==> images/flops_by_reg.png <==
Scale: 1 px per um. Other sequential cells in the stronger gray, the rest of the logic in the fainter gray.
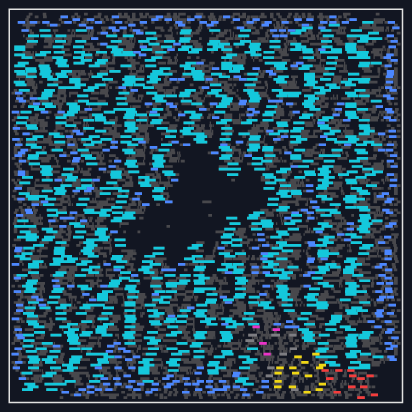
==> images/congestion.png <==
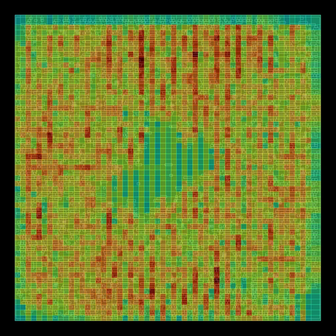
==> images/detail.png <==
Region (176, 254) to (216, 294) um. Cells in gray, sequential cells in the stronger gray; small squares are vias.
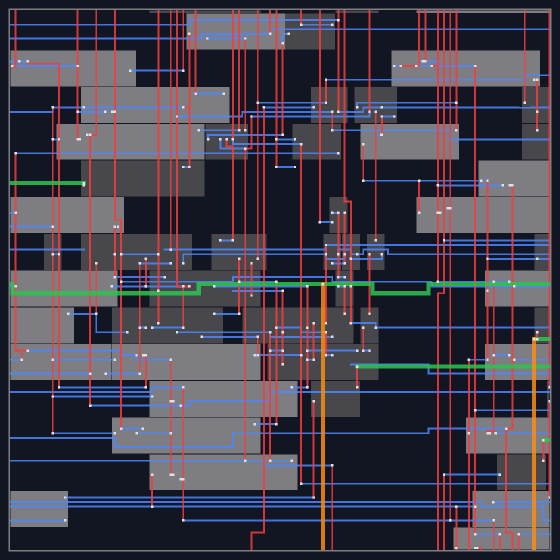
==> config.mk <==
export PLATFORM = sky130hd
export DESIGN_NAME = slc_candidate_tx
export DESIGN_NICKNAME = d
export VERILOG_FILES = /design/src/rtl/slc_candidate_tx_pkg.sv /design/src/rtl/slc_tx_fifo.sv /design/src/rtl/slc_candidate_tx.sv
export SDC_FILE = /design/constraint.sdc
export NUM_CORES = 2
export LEC_CHECK = 0
export CORE_UTILIZATION = 42
export DETAILED_ROUTE_END_ITERATION = 8
export PLACE_DENSITY_LB_ADDON = 0.05
export SLEW_MARGIN = 40
export SYNTH_ARGS = -nofsm -noshare
export SYNTH_HDL_FRONTEND = slang
export SYNTH_HIERARCHICAL = 1
export SYNTH_SLANG_ARGS = --single-unit
==> constraint.sdc <==
create_clock -name clk -period 27.2 [get_ports clk]
set_input_delay 8.16 -clock clk [delete_from_list [all_inputs] [get_ports clk]]
set_output_delay 8.16 -clock clk [all_outputs]
set_load 0.01 [all_outputs]
==> summary.txt <==
fresh numbers from the pnr run: buffer share of cell area=8.431%, power share of the combinational group=about 35%, status=complete, no violations, RSZ-0062 raised after global routing=false, count of non-CTS inverters in the layout=13, Comb gates=2,081, Buffers on Ports=546, Power Density=97.42 nW/um^2, Setup TNS=0 ns, HPWL Detailed=~100,000 um, Levels on crit path=4, CP max stage delay=~0.54 ns, post-layout minimum cycle time=17.75 ns, GRT Residual Overflow=0, Clock Path Buffers=3, Tool Warnings=38, relative slew slack=a little over two fifths, max reg flops=1,016, Buf/Inv on CP=3, top-count cell post-synth=edfxtp_1, die width=about 390 um, Sw Pwr=2.337 mW, via-per-instance ratio=5.721, FF-to-FF path depth=6, vias in the first global route=38.22k, critical path fanouts, max=30, Chip Area, Yosys=about 64,000 sq um, Setup Viol. Count Final=0, registers=around 1.4k, die height=slightly below 400 um, DIE AREA=around 150,000 sq um, Flops after synth=1,441, cell type with the largest total area=edfxtp_1, CTS clk-pin slew, worst paths=around 0.060 ns, Slew Limit Fails=0, max_cap viols=0, largest class=sequential cells
Back to the opening pictures, flops_by_reg.png:
netlist name	color	sequential cells
o_slc	blue	384
u_fifo/count_o	magenta	4
o_frame_cnt	yellow	16
o_bcid	red	12
u_fifo/mem_q	cyan	1,016
Seq area share: 50.92%
Flop area: 39,030 sq um
Util after Layout: 50.99%
P_seq: 2.66 mW

Back to the opening pictures, congestion.png:
DR WL/cell: 26.87 um
Top Usage Layer GRT: met2
M2 GR Usage: 37.55%
GR Util met3: 5.491%
met1 Resource Use GR: 29.84%

Back to the opening pictures, detail.png:
layer	color
metal 4	orange
metal 1	blue
metal 3	green
metal 2	red
cells with their middle in the window	39
sequential cells in the window	18
most frequent	edfxtp_1 (14), mux4_2 (5)

==> placed cells by master, fill, tap and decap left out, types with 9 or more instances in the layout <==
master / instances
edfxtp_1: 1016
ha_1: 10
mux4_2: 635
nand3_1: 10
dfxtp_1: 422
buf_6: 17
inv_1: 12
xnor2_1: 11
bufinv_16: 9
nand2_1: 401
buf_4: 39
clkbuf_8: 17
and2_1: 19
clkinv_1: 21
clkinv_2: 37
xor2_1: 10
clkbuf_16: 169
mux2_2: 127
a22o_1: 382
clkbuf_1: 30
buf_12: 13
clkdlybuf4s50_1: 546
nor2_1: 394
==> power by group through the flow <==
stage,logic [mW],clock network (mW),registers [mW]
after floorplan,1.81,0,2.71
after global placement,2.65,0,2.72
after detailed placement,2.67,0,2.71
after CTS,2.68,2.21,2.67
after global routing,2.86,2.29,2.68
final,2.64,2.16,2.66
==> cell families (layout without fill, tap and decap cells) <==
group	count (synthesis)	count (layout)	share of synthesized area (%)
AND-OR/OR-AND	414	414	5.575
AND/OR/NAND/NOR	869	869	5.398
buffers and inverters	314	938	2.622
other	0	7	0
XOR/XNOR	22	22	0.3137
flip-flops	1441	1441	61.15
adder cells (fa/ha/maj)	13	13	0.2784
multiplexers	763	763	24.67
==> stage by stage <==
step / total power [mW] / cell area, sq um / setup WS, ns
3_5_place_dp: 5.383 / 71230 / 9.425
4_1_cts: 7.562 / 76540 / 9.426
6_report: 7.467 / 76650 / 9.446
5_1_grt: 7.840 / 76640 / 9.360
3_3_place_gp: 5.371 / 70880 / 9.405
2_1_floorplan: 4.527 / 63810 / 8.947
==> metal layers <==
metal	vias to the layer above	routed length [um]	GRT usage (%)
met3	269	11080	5.491
met4	36	4478	6.889
met5	-	232	0
li1	16380	-	-
met2	923	85240	37.55
met1	19480	73190	29.84
Power figures rest on the tool's default switching activity, not on a simulated workload.
